**Routed clock nets over the placement**

Drawn at 4 px/um.
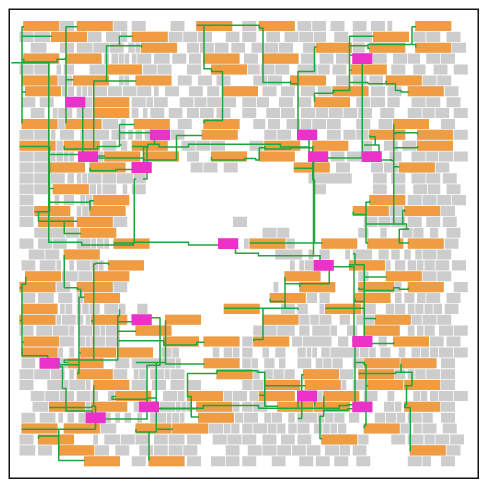
**Placed cells, one color a class**

Drawn at 4 px/um. Fill, decap, tap and diode cells in gray.
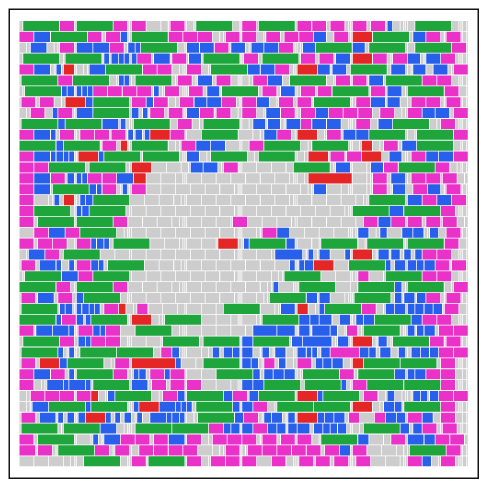
**Sequential cells colored by netlist name**

Drawn at 4 px/um. Other sequential cells in the stronger gray, the rest of the logic in the fainter gray.
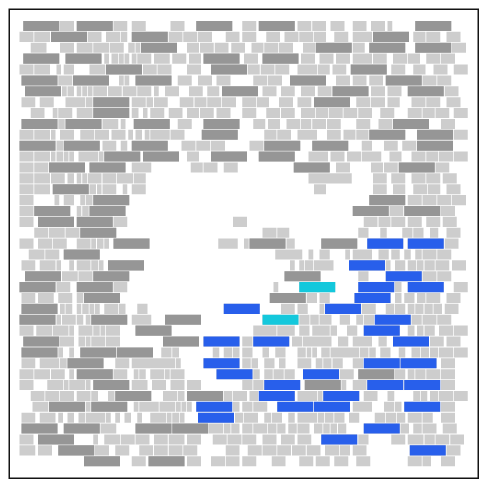
**Supply network**

Drawn at 3 px/um. Pins as bars on the die edge.
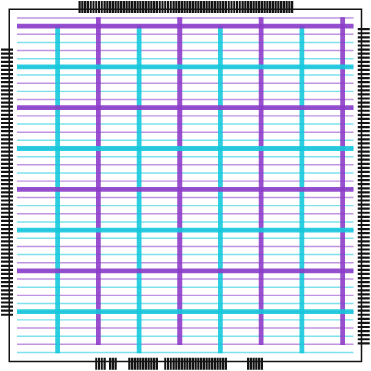
**Routing congestion**

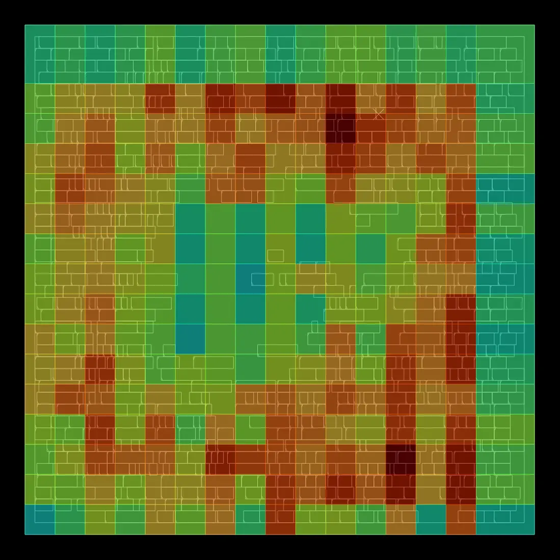
[src/rtl/mem_port_arbiter.sv]
// mem_port_arbiter: shares one single-port RAM between instruction fetch (IF) and the MEM stage.
// Latency: request seen in IDLE at cycle N -> ram_en at N+1 -> (ram_ready at N+1) -> valid at N+2.
// Backpressure: requesters hold their request until their valid pulse; stall_if/stall_pipe freeze the pipe.
// Ports: clk, rst_n (async, active-low); if_req/if_addr fetch request; mem_read/mem_write/mem_addr/
//        mem_wdata MEM-stage request; ram_en/ram_we/ram_addr/ram_wdata registered RAM command;
//        ram_rdata/ram_ready RAM response; if_rdata/if_valid, mem_rdata/mem_valid registered responses;
//        stall_if/stall_pipe combinational stalls; err one-cycle timeout flag.
// Option: define MEM_ARB_TIMEOUT_EN to abort an access after TIMEOUT_CYCLES (1..15) cycles without
//         ram_ready; otherwise err is tied low and accesses wait indefinitely.
module mem_port_arbiter #(
    parameter int TIMEOUT_CYCLES = 8
) (
    input  logic        clk,
    input  logic        rst_n,
    input  logic        if_req,
    input  logic [31:0] if_addr,
    input  logic        mem_read,
    input  logic        mem_write,
    input  logic [31:0] mem_addr,
    input  logic [31:0] mem_wdata,
    input  logic [31:0] ram_rdata,
    input  logic        ram_ready,
    output logic        ram_en,
    output logic        ram_we,
    output logic [31:0] ram_addr,
    output logic [31:0] ram_wdata,
    output logic [31:0] if_rdata,
    output logic [31:0] mem_rdata,
    output logic        if_valid,
    output logic        mem_valid,
    output logic        stall_if,
    output logic        stall_pipe,
    output logic        err
);
    typedef enum logic [1:0] {
        IDLE    = 2'd0,
        IF_ACC  = 2'd1,
        MEM_ACC = 2'd2
    } state_t;

    localparam logic OWNER_MEM = 1'b0;
    localparam logic OWNER_IF  = 1'b1;

    state_t state;
    state_t state_nxt;
    logic   last_owner;   // requester served by the most recent completion
    logic   armed;        // low for the first posedge after reset release: no grant there
    logic   if_pend;
    logic   mem_pend;
    logic   grant_if;
    logic   grant_mem;
    logic   done;
    logic   timeout;

    assign stall_pipe = (mem_read | mem_write) & ~mem_valid;
    assign stall_if   = (if_req & ~if_valid) | stall_pipe;

    // A requester whose valid pulses this cycle is not eligible; if it still requests, that is
    // treated as a fresh request from the next cycle on.
    assign if_pend  = if_req & ~if_valid;
    assign mem_pend = stall_pipe;

`ifdef MEM_ARB_TIMEOUT_EN
    localparam logic [3:0] TO_LAST = 4'(TIMEOUT_CYCLES - 1);
    logic [3:0] to_cnt;

    // Fires in the TIMEOUT_CYCLES-th ACC cycle if the RAM still has not answered.
    assign timeout = (state != IDLE) && !ram_ready && (to_cnt == TO_LAST);

    always_ff @(posedge clk or negedge rst_n) begin
        if (!rst_n) begin
            to_cnt <= '0;
            err    <= 1'b0;
        end else begin
            err <= timeout;
            if (grant_if || grant_mem) begin
                to_cnt <= '0;
            end else if ((state != IDLE) && (to_cnt != TO_LAST)) begin
                to_cnt <= to_cnt + 4'd1;
            end
        end
    end
`else
    // Parameter only matters for the timeout build.
    logic [3:0] unused_timeout_cfg;
    assign unused_timeout_cfg = 4'(TIMEOUT_CYCLES);
    assign timeout            = 1'b0;
    assign err                = 1'b0;
`endif

    always_ff @(posedge clk or negedge rst_n) begin
        if (!rst_n) begin
            state <= IDLE;
        end else begin
            state <= state_nxt;
        end
    end

    always_comb begin
        state_nxt = state;
        grant_if  = 1'b0;
        grant_mem = 1'b0;
        done      = 1'b0;
        case (state)
            IDLE: begin
                if (armed) begin
                    if (if_pend && mem_pend) begin
                        grant_if  = (last_owner == OWNER_MEM);
                        grant_mem = (last_owner == OWNER_IF);
                    end else begin
                        grant_if  = if_pend;
                        grant_mem = mem_pend;
                    end
                    if (grant_if) begin
                        state_nxt = IF_ACC;
                    end else if (grant_mem) begin
                        state_nxt = MEM_ACC;
                    end
                end
            end
            IF_ACC, MEM_ACC: begin
                if (ram_ready || timeout) begin
                    done      = 1'b1;
                    state_nxt = IDLE;
                end
            end
            default: state_nxt = IDLE;
        endcase
    end

    always_ff @(posedge clk or negedge rst_n) begin
        if (!rst_n) begin
            armed      <= 1'b0;
            last_owner <= OWNER_MEM;
            ram_en     <= 1'b0;
            ram_we     <= 1'b0;
            ram_addr   <= '0;
            ram_wdata  <= '0;
            if_rdata   <= '0;
            mem_rdata  <= '0;
            if_valid   <= 1'b0;
            mem_valid  <= 1'b0;
        end else begin
            armed     <= 1'b1;
            if_valid  <= 1'b0;
            mem_valid <= 1'b0;
            if (grant_if) begin
                ram_en    <= 1'b1;
                ram_we    <= 1'b0;
                ram_addr  <= if_addr;
                ram_wdata <= '0;
            end else if (grant_mem) begin
                ram_en    <= 1'b1;
                ram_we    <= mem_write;
                ram_addr  <= mem_addr;
                ram_wdata <= mem_wdata;
            end
            if (done) begin
                ram_en <= 1'b0;
                ram_we <= 1'b0;
                // A timed-out read returns zero data.
                if (state == IF_ACC) begin
                    last_owner <= OWNER_IF;
                    if_valid   <= 1'b1;
                    if_rdata   <= ram_ready ? ram_rdata : '0;
                end else begin
                    last_owner <= OWNER_MEM;
                    mem_valid  <= 1'b1;
                    if (!ram_we) begin
                        mem_rdata <= ram_ready ? ram_rdata : '0;
                    end
                end
            end
        end
    end
endmodule

[config.mk]
export PLATFORM = sky130hd
export DESIGN_NAME = mem_port_arbiter
export DESIGN_NICKNAME = d
export VERILOG_FILES = /design/src/rtl/mem_port_arbiter.sv
export SDC_FILE = /design/constraint.sdc
export NUM_CORES = 1
export LEC_CHECK = 0
export ABC_CLOCK_PERIOD_IN_PS = 4800
export CORE_MARGIN = 2
export CORE_UTILIZATION = 46
export CTS_BUF_LIST = sky130_fd_sc_hd__clkbuf_2 sky130_fd_sc_hd__clkbuf_4 sky130_fd_sc_hd__clkbuf_8
export DETAILED_ROUTE_END_ITERATION = 6
export MAX_ROUTING_LAYER = met4
export PLACE_DENSITY = 0.95
export SYNTH_ARGS = -nofsm -noshare
export SYNTH_HDL_FRONTEND = slang
export SYNTH_SLANG_ARGS = --single-unit
[constraint.sdc]
create_clock -name clk -period 4.8 [get_ports clk]
set_clock_uncertainty 0.15 [all_clocks]
set_input_delay 1.2 -clock clk [delete_from_list [all_inputs] [get_ports clk]]
set_output_delay 1.2 -clock clk [all_outputs]
set_load 0.005 [all_outputs]
==> run summary <==
run metrics: mux share=6.147%, Worst Hold Path EP=mem_rdata[13]$_DFFE_PN0P_, Final Slew Violations=0, logic area=2211 um2, WHS=0.3357 ns, EDFF count, synth=0, count of endpoints failing setup in the final report=0, CP endpoint kind=output port, Logic family by area=AND-OR/OR-AND gates, Gate Count Post-Synth=516, drt first-iter violations=701, Resize count post-CTS=0, final net count=891, Seq. pwr=0.00200 W, HPWL Detailed=12,560 um, status=complete, but fails checks, clock tree sinks=136, failing checks=design-rule violations, post-synthesis cell area=5862 um2, Top class by area=sequential cells, drt total wl=18,260 um, adder share=0.4269%, PnR Total Power=0.005429 W, vias=5,381, Reg2Reg Setup Slack=1.55 ns, Chip Area, Yosys=5862 um2, Inserted Clock Buffers=17, Reg area=3403 um2, Reg-to-Reg Start=state[0]$_DFFE_PN0P_, CORE AREA=12,520 um2, total of max-cap violations=0, top layer in use=met4, Port Buf Inserts=267, clk latency late pin=0.45 ns, largest net degree at the start of global routing=89, Largest type area fraction=58.06%, final period utilization=84.04%, clk pwr=0.000975 W, Non-Filler Instances=940, Fmax=0.2479 GHz, H-tree levels=4, Synth flops=136, Die Area=13,660 um2, n_diodes=0, Max-slew headroom=10.15%, worst-margin pin slew=1.344 ns, Remaining DRCs=1, WP data required=3.45 ns, synthesis-to-finish area growth=53.75%, switching share of power=32.88%, Final ANT Viol Nets=0, met1 WL=6811 um, nonclk buf count=276, metal2 WL=9199 um, WS Path Type=input port to output port, Reg clk slew, reported paths=0.07 ns, Max FO, Critical Path=19, DR WL met3=1805 um, setup TNS=0 ns, Top FF cell, synth=dfrtp_1, Setup crit start=mem_write, # Post-CTS Setup Buffers=0, Post-synth seq share=58.06%, Distinct cells, synth=33, leading area contributor after synthesis=dfrtp_1, Clock power frac=18.0%, Seq area share=37.76%, Critical Path Sink=stall_if, Inverters=5, Via density=5.724, Core Util at FP=46.83%, CTS root buf=clkbuf_8, syn_area_per_cell=11.36 um2, grt met3 use=9.681%, min-delay src=mem_rdata[13]$_DFFE_PN0P_, asr flop ratio synth=100.0%, Filler cells=867, Non-clock buffer share=30.56%, first-pass GRT wire length=27,450 um, Top pwr grp=combinational logic, die width=116.9 um, final worst slack=0.7660 ns, Multi-In Gates=319, cell count listed in synth_stat.txt=516, total leakage power=3.793 nW, tool warnings=27
Notes on 'routed clock nets over the placement' above:
Green marks clock wires, length 1,740 um. Orange marks flip-flops, count 136. Magenta marks clock-net drivers, count 17.
There are 18 routed clock nets. Position of the flops: widely spread.

Notes on 'placed cells, one color a class' above:
Green marks registers, cells 136. Blue marks remaining logic cells, cells 324. Magenta marks remaining buffers and delay cells, cells 276. Red marks clock drivers and dummy loads, cells 32.

Notes on 'sequential cells colored by netlist name' above:
Blue marks ram_wdata, sequential cells 32. Cyan marks state, sequential cells 2.
Another 102 sequential cells are not colored.

Notes on 'supply network' above:
Purple marks VDD. Cyan marks VSS.
269 signal pins sit on the boundary. 8 straps on met5. The core has 41 rows. 8 straps on met4.

Notes on 'routing congestion' above:
GR peak layer: met2
GR Util met1: 31.44%
Core Util, Final: 72.00%
per-cell routed wire length: 19.43 um
Global Route met2 Usage: 43.47%

## cells by family after synthesis
group	after synthesis
fa+ha+maj	2
mux	32
other cells	2
compound gates	139
simple gates	144
buf+inv	61
flops	136
## placed cells by master (no fill, tap or decap), types with 2 or more instances in the layout
cell type / count
a211oi_1: 2
nor2b_1: 2
and4_1: 32
ha_1: 2
clkinv_2: 3
o31ai_1: 33
clkdlybuf4s50_1: 266
nand2_1: 69
nand4_1: 33
clkbuf_8: 21
inv_1: 4
mux2_2: 32
a21oi_1: 32
a21o_1: 2
a221o_1: 32
conb_1: 2
clkbuf_4: 4
bufinv_16: 2
o21ai_0: 32
dfrtp_1: 136
buf_4: 8
## worst max-delay path, stage by stage
cell and delay [ns]:
clkdlybuf4s50_1 0.43, o21bai_2 0.23, buf_4 0.27, nand2_1 0.09, clkdlybuf4s50_1 0.45
Power and IR drop assume default switching activity.
